<file path="src/rtl/con_loader_pkg.sv">
`default_nettype none
// ============================================================================
// Module      : con_loader_pkg
// Description : Shared types and constants for the console-port loader.
//               The verify states exist only when CON_LOADER_VERIFY_EN is defined.
// Revision    : 1.0 - initial release
// ============================================================================
package con_loader_pkg;

    typedef enum logic [3:0] {
        ST_IDLE       = 4'd0,
        ST_HDR        = 4'd1,
        ST_WR_COLLECT = 4'd2,
        ST_WR_COMMIT  = 4'd3,
        ST_RD_ISSUE   = 4'd4,
        ST_RD_WAIT    = 4'd5,
        ST_RD_SEND    = 4'd6,
        ST_ACK        = 4'd7
`ifdef CON_LOADER_VERIFY_EN
        ,
        ST_VFY_ISSUE  = 4'd8,
        ST_VFY_WAIT   = 4'd9
`endif
    } state_e;

    localparam logic [7:0] C_ACK_BYTE       = 8'h06;
    localparam logic [7:0] C_NAK_BYTE       = 8'h15;
    localparam logic [7:0] C_CMD_WR_DEF     = 8'hA5;
    localparam logic [7:0] C_CMD_RD_DEF     = 8'h5A;
    localparam int         C_HDR_LEN        = 4;
    localparam int         C_BYTES_PER_WORD = 4;

    // States in which an idle rx line counts towards the frame timeout.
    function automatic logic is_timed(input state_e s);
        return (s == ST_HDR) || (s == ST_WR_COLLECT);
    endfunction

endpackage
`default_nettype wire

</file>
<file path="src/rtl/con_byte_packer.sv">
`default_nettype none
// ============================================================================
// Module      : con_byte_packer
// Description : Little-endian 4-byte <-> 32-bit word shifter with byte index.
// Revision    : 1.0 - initial release
// ============================================================================
module con_byte_packer
    import con_loader_pkg::*;
(
    input  logic        clk_i,
    input  logic        rst_i,
    input  logic        clr_i,
    input  logic        push_i,
    input  logic [7:0]  push_byte_i,
    input  logic        load_i,
    input  logic [31:0] load_word_i,
    input  logic        pop_i,
    output logic [31:0] word_o,
    output logic        last_o
);

    logic [31:0] word_q;
    logic [1:0]  idx_q;

    // Bytes enter at the top and walk down, so byte 0 ends in [7:0];
    // popping shifts the same way, leaving the next byte in [15:8] beforehand.
    always_ff @(posedge clk_i) begin
        if (rst_i) begin
            word_q <= '0;
            idx_q  <= '0;
        end else if (load_i) begin
            word_q <= load_word_i;
            idx_q  <= '0;
        end else if (push_i) begin
            word_q <= {push_byte_i, word_q[31:8]};
            idx_q  <= idx_q + 2'd1;
        end else if (pop_i) begin
            word_q <= {8'h00, word_q[31:8]};
            idx_q  <= idx_q + 2'd1;
        end else if (clr_i) begin
            idx_q  <= '0;
        end
    end

    assign word_o = word_q;
    assign last_o = (idx_q == 2'(C_BYTES_PER_WORD - 1));

endmodule
`default_nettype wire

</file>
<file path="src/rtl/con_loader.sv">
`default_nettype none
// ============================================================================
// Module      : con_loader
// Description : Framed byte-stream loader/dumper for the core console memory
//               port. Optional write readback: define CON_LOADER_VERIFY_EN.
// Revision    : 1.0 - initial release
// ============================================================================
module con_loader
    import con_loader_pkg::*;
#(
    parameter int         ADDR_W       = 10,
    parameter int         IDLE_TIMEOUT = 1023,
    parameter logic [7:0] CMD_WR       = C_CMD_WR_DEF,
    parameter logic [7:0] CMD_RD       = C_CMD_RD_DEF
) (
    input  logic              CLK,
    input  logic              rst,
    input  logic [7:0]        rx_data,
    input  logic              rx_valid,
    output logic              rx_ready,
    output logic [7:0]        tx_data,
    output logic              tx_valid,
    input  logic              tx_ready,
    output logic [3:0]        con_write,
    output logic [ADDR_W-1:0] con_addr,
    output logic [31:0]       con_in,
    input  logic [31:0]       con_out,
    output logic              core_hold,
    output logic              err
);

    localparam int C_TMR_W = (IDLE_TIMEOUT > 1) ? $clog2(IDLE_TIMEOUT) : 1;
    localparam logic [C_TMR_W-1:0] C_TMR_LIM = C_TMR_W'(IDLE_TIMEOUT - 1);

    state_e              state_q;
    logic [1:0]          hdr_idx_q;
    logic [7:0]          addr_lo_q;
    logic [ADDR_W-1:0]   addr_q;
    logic [15:0]         rem_q;
    logic                wr_frame_q;
    logic [C_TMR_W-1:0]  tmr_q;
    logic                rx_ready_q;
    logic                tx_valid_q;
    logic [7:0]          tx_data_q;
    logic [3:0]          con_write_q;
    logic                core_hold_q;
    logic                err_q;
`ifdef CON_LOADER_VERIFY_EN
    logic                vfy_bad_q;
    logic                vfy_bad_now;
`endif

    logic        rx_fire;
    logic        tx_fire;
    logic        timeout;
    logic [15:0] start_addr;
    logic [15:0] word_count;
    logic [31:0] pk_word;
    logic        pk_last;

    assign rx_fire    = rx_valid & rx_ready_q;
    assign tx_fire    = tx_valid_q & tx_ready;
    assign timeout    = is_timed(state_q) & ~rx_fire & (tmr_q == C_TMR_LIM);
    assign start_addr = {rx_data, addr_lo_q};
    assign word_count = {rx_data, rem_q[7:0]};
`ifdef CON_LOADER_VERIFY_EN
    assign vfy_bad_now = vfy_bad_q | (con_out != pk_word);
`endif

    con_byte_packer u_packer (
        .clk_i       (CLK),
        .rst_i       (rst),
        .clr_i       (state_q == ST_IDLE),
        .push_i      ((state_q == ST_WR_COLLECT) && rx_fire),
        .push_byte_i (rx_data),
        .load_i      (state_q == ST_RD_WAIT),
        .load_word_i (con_out),
        .pop_i       ((state_q == ST_RD_SEND) && tx_fire),
        .word_o      (pk_word),
        .last_o      (pk_last)
    );

    always_ff @(posedge CLK) begin
        if (rst) begin
            state_q     <= ST_IDLE;
            hdr_idx_q   <= '0;
            addr_lo_q   <= '0;
            addr_q      <= '0;
            rem_q       <= '0;
            wr_frame_q  <= 1'b0;
            tmr_q       <= '0;
            rx_ready_q  <= 1'b0;
            tx_valid_q  <= 1'b0;
            tx_data_q   <= '0;
            con_write_q <= '0;
            core_hold_q <= 1'b0;
            err_q       <= 1'b0;
`ifdef CON_LOADER_VERIFY_EN
            vfy_bad_q   <= 1'b0;
`endif
        end else begin
            err_q <= 1'b0;
            tmr_q <= (is_timed(state_q) && !rx_fire) ? tmr_q + C_TMR_W'(1) : '0;
            if (timeout) begin
                // A partial word is simply dropped: it only ever lived in the packer.
                state_q     <= ST_IDLE;
                rx_ready_q  <= 1'b1;
                core_hold_q <= 1'b0;
                err_q       <= 1'b1;
            end else begin
                case (state_q)
                    ST_IDLE: begin
                        rx_ready_q <= 1'b1;
                        if (rx_fire) begin
                            if (rx_data == CMD_WR || rx_data == CMD_RD) begin
                                state_q     <= ST_HDR;
                                core_hold_q <= 1'b1;
                                wr_frame_q  <= (rx_data == CMD_WR);
                                hdr_idx_q   <= '0;
`ifdef CON_LOADER_VERIFY_EN
                                vfy_bad_q   <= 1'b0;
`endif
                            end else begin
                                err_q <= 1'b1;
                            end
                        end
                    end
                    ST_HDR: if (rx_fire) begin
                        hdr_idx_q <= hdr_idx_q + 2'd1;
                        case (hdr_idx_q)
                            2'd0: addr_lo_q <= rx_data;
                            2'd1: addr_q    <= ADDR_W'(start_addr);
                            2'd2: rem_q[7:0] <= rx_data;
                            default: begin
                                rem_q[15:8] <= rx_data;
                                rx_ready_q  <= 1'b0;
                                if (word_count == 16'd0) begin
                                    state_q    <= ST_ACK;
                                    tx_valid_q <= 1'b1;
                                    tx_data_q  <= C_ACK_BYTE;
                                end else if (wr_frame_q) begin
                                    state_q    <= ST_WR_COLLECT;
                                    rx_ready_q <= 1'b1;
                                end else begin
                                    state_q    <= ST_RD_ISSUE;
                                end
                            end
                        endcase
                    end
                    ST_WR_COLLECT: if (rx_fire && pk_last) begin
                        state_q     <= ST_WR_COMMIT;
                        rx_ready_q  <= 1'b0;
                        con_write_q <= 4'hF;
                    end
                    ST_WR_COMMIT: begin
                        con_write_q <= '0;
`ifdef CON_LOADER_VERIFY_EN
                        state_q     <= ST_VFY_ISSUE;
`else
                        addr_q      <= addr_q + ADDR_W'(1);
                        rem_q       <= rem_q - 16'd1;
                        if (rem_q == 16'd1) begin
                            state_q    <= ST_ACK;
                            tx_valid_q <= 1'b1;
                            tx_data_q  <= C_ACK_BYTE;
                        end else begin
                            state_q    <= ST_WR_COLLECT;
                            rx_ready_q <= 1'b1;
                        end
`endif
                    end
`ifdef CON_LOADER_VERIFY_EN
                    ST_VFY_ISSUE: state_q <= ST_VFY_WAIT;
                    ST_VFY_WAIT: begin
                        addr_q    <= addr_q + ADDR_W'(1);
                        rem_q     <= rem_q - 16'd1;
                        vfy_bad_q <= vfy_bad_now;
                        if (rem_q == 16'd1) begin
                            state_q    <= ST_ACK;
                            tx_valid_q <= 1'b1;
                            tx_data_q  <= vfy_bad_now ? C_NAK_BYTE : C_ACK_BYTE;
                            err_q      <= vfy_bad_now;
                        end else begin
                            state_q    <= ST_WR_COLLECT;
                            rx_ready_q <= 1'b1;
                        end
                    end
`endif
                    ST_RD_ISSUE: state_q <= ST_RD_WAIT;
                    ST_RD_WAIT: begin
                        state_q    <= ST_RD_SEND;
                        tx_valid_q <= 1'b1;
                        tx_data_q  <= con_out[7:0];
                    end
                    ST_RD_SEND: if (tx_fire) begin
                        if (pk_last) begin
                            tx_valid_q <= 1'b0;
                            addr_q     <= addr_q + ADDR_W'(1);
                            rem_q      <= rem_q - 16'd1;
                            if (rem_q == 16'd1) begin
                                state_q     <= ST_IDLE;
                                core_hold_q <= 1'b0;
                                rx_ready_q  <= 1'b1;
                            end else begin
                                state_q     <= ST_RD_ISSUE;
                            end
                        end else begin
                            tx_data_q <= pk_word[15:8];
                        end
                    end
                    ST_ACK: if (tx_fire) begin
                        tx_valid_q  <= 1'b0;
                        state_q     <= ST_IDLE;
                        core_hold_q <= 1'b0;
                        rx_ready_q  <= 1'b1;
                    end
                    default: begin
                        state_q     <= ST_IDLE;
                        rx_ready_q  <= 1'b1;
                        tx_valid_q  <= 1'b0;
                        con_write_q <= '0;
                        core_hold_q <= 1'b0;
                    end
                endcase
            end
        end
    end

    assign rx_ready  = rx_ready_q;
    assign tx_valid  = tx_valid_q;
    assign tx_data   = tx_data_q;
    // Gated by rst so a reset landing on the commit cycle never writes memory.
    assign con_write = con_write_q & {4{~rst}};
    assign con_addr  = addr_q;
    assign con_in    = pk_word;
    assign core_hold = core_hold_q;
    assign err       = err_q;

endmodule
`default_nettype wire

</file>
<file path="config.mk">
export PLATFORM = sky130hd
export DESIGN_NAME = con_loader
export DESIGN_NICKNAME = d
export VERILOG_FILES = /design/src/rtl/con_loader_pkg.sv /design/src/rtl/con_byte_packer.sv /design/src/rtl/con_loader.sv
export SDC_FILE = /design/constraint.sdc
export NUM_CORES = 1
export LEC_CHECK = 0
export ABC_AREA = 1
export CORE_MARGIN = 2
export CORE_UTILIZATION = 32
export CTS_BUF_LIST = sky130_fd_sc_hd__clkbuf_4
export DETAILED_ROUTE_END_ITERATION = 8
export REMOVE_ABC_BUFFERS = 1
export SYNTH_ARGS = -nofsm -noshare
export SYNTH_HDL_FRONTEND = slang
export SYNTH_SLANG_ARGS = --single-unit
</file>
<file path="constraint.sdc">
create_clock -name CLK -period 1.9 [get_ports CLK]
set_input_delay 0.38 -clock CLK [delete_from_list [all_inputs] [get_ports CLK]]
set_output_delay 0.38 -clock CLK [all_outputs]
set_load 0.02 [all_outputs]
</file>
Figure 1. Signal wires on met2.
Scale: 4 px per micron. Cells faint in the background.
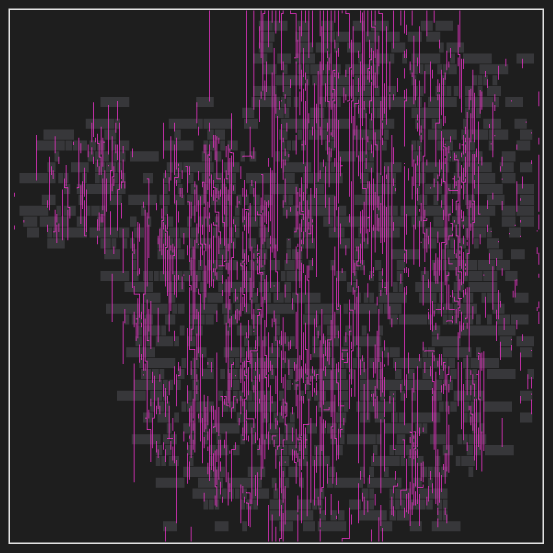
main direction = vertical
share of all routed wire = 46%
longest straight run = 52.4 microns
met2 Usage GRT: 30.5%
vias after detailed routing: 5,693

Figure 2. M3 wires.
Scale: 4 px per micron. Cells faint in the background.
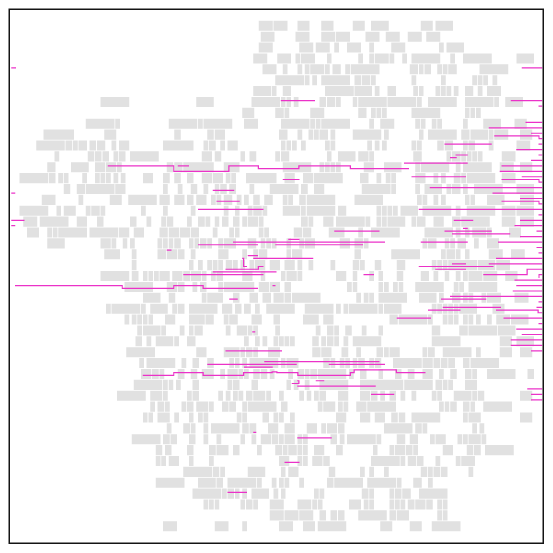
nets with wire on the layer = 95
main direction = horizontal
wire length on this layer = 1,070 microns
share of all routed wire = 6.4%
final wirelength: 16,600 microns
met3 Track Usage GR: 4.30%

Figure 3. I/O pins on the die edge.
Scale: 4 px per micron. Pins as bars across the die edge, other pins in grey.
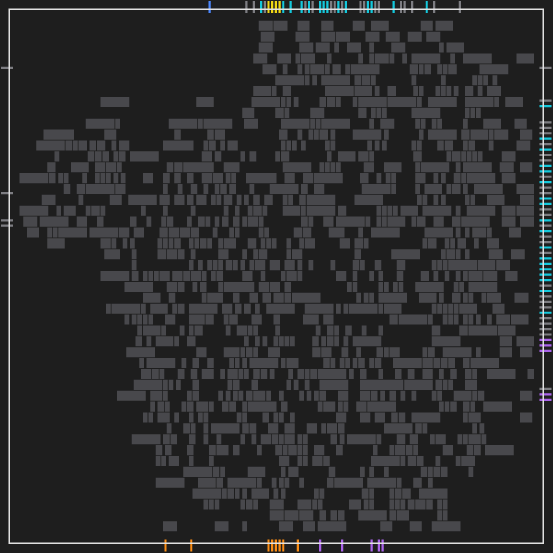
con_out -> cyan  # pins 32, direction input, edge 18 east, 14 north
core_hold -> blue  # pins 1, direction output, edge north
con_write -> yellow  # pins 4, direction output, edge north
rx_data -> orange  # pins 8, direction input, edge south
con_addr -> purple  # pins 10, direction output, edge 5 east, 5 south
all pins by edge = 49 east, 36 north, 13 south, 4 west
die height: 133 microns
die span in x: 133 microns
I/O Buffers: 101

==> flow_summary.toml <==
# synthesis and place-and-route metrics
[worst_setup_path]
critPathLaunch = "u_packer.word_o[20]"
end_kind = "output port"
critical_path_buf_inv_count = 1
cp_data_required_time_ns = 1.52
arrival_ns = 1.46
critical_path_depth = 1
critPathTopFamily = "buffers and inverters"
path_class = "reg -> out"
r2r_slack_ns = 0.11

[synth]
top_cell = "nand2_1"
flop_cell = "dfxtp_1"
top_cell_area_share_pct = 36.4
yosys_warnings = 0
ys_sh_adder_pct = 2.58
postSynthSeqShare_pct = 36.4
synthTopLogicFamily = "simple AND/OR/NAND/NOR gates"
syn_area_sq_um = 5340
synthAoiAreaFrac_pct = 12.9

[min_path]
hp-class = "in -> reg"
min_path_cells = 3

[place]
dpl_cell_area_sq_um = 6950
gp_congestion = 0.904

[detailed_routing]
wl_met3_microns = 1070
initialDrtViolationCount = 364
top_layer_used = "met4"
drc_errors = 0
dr.pass1.iters = 5
ant_nets = 0
dr_wl_met2_microns = 7640
via_per_inst = 4.72

[final_timing]
whs_ns = 0.452
finalCriticalPeriod_ns = 1.84
timing.final.hold_violations = 0
maxSlewHeadroom_pct = 65.5
setup_ws_ns = 0.0644
setup_tns_ns = 0
worstMarginPinSlew_ns = 0.517
rsz0062_at_grt = "true"
setup_viol = 0
drv_slew = 0

[floorplan]
core.rowCount = 47
core-area_sq_um = 16500
die_area_sq_um = 17700
fp_util_pct = 32.4
num_tap_cells = 220

[clock_network]
clkLatencyLatePin_ns = 0.49
ctsResizeCount = 27
clk_pin_slew_worst_paths_ns = 0.17

[final_layout]
comb_cells = 618
regArea_sq_um = 1950
largest_class = "combinational gates"
seq-cell-share_pct = 27.1
fin_area_sq_um = 7190

[power_and_ir_drop]
cellInternalPower_mw = 2.63
power.share.combinational_pct = 8.6
seq_power_share_pct = 57.7
peakVddDrop_mv = 0.367
p_clk_mw = 1.20

[outcome]
run_status = "finished clean"

[global_route]
grt_busiest_layer = "met2"
grt_first_pass_wirelength_microns = 26400
grt_usage_pct = 18.4
grt_util_met1_pct = 24.7
## cells in the final DEF, fill, tap and decap left out, types with 4 or more instances in the layout
cell type / instances
clkdlybuf4s15_1: 4
inv_2: 6
dlygate4sd2_1: 23
clkdlybuf4s50_1: 49
a31oi_1: 36
a21oi_1: 51
nand4_1: 8
or2_2: 4
nor2_2: 5
nand3_1: 50
xnor2_1: 4
nor2_1: 101
ha_1: 11
xor2_1: 9
nand2_2: 7
inv_1: 83
buf_4: 61
nand2_1: 268
nor2_4: 4
dfxtp_2: 4
o21ai_0: 33
dlymetal6s2s_1: 24
nor3_1: 11
dfxtp_1: 93
clkbuf_4: 10
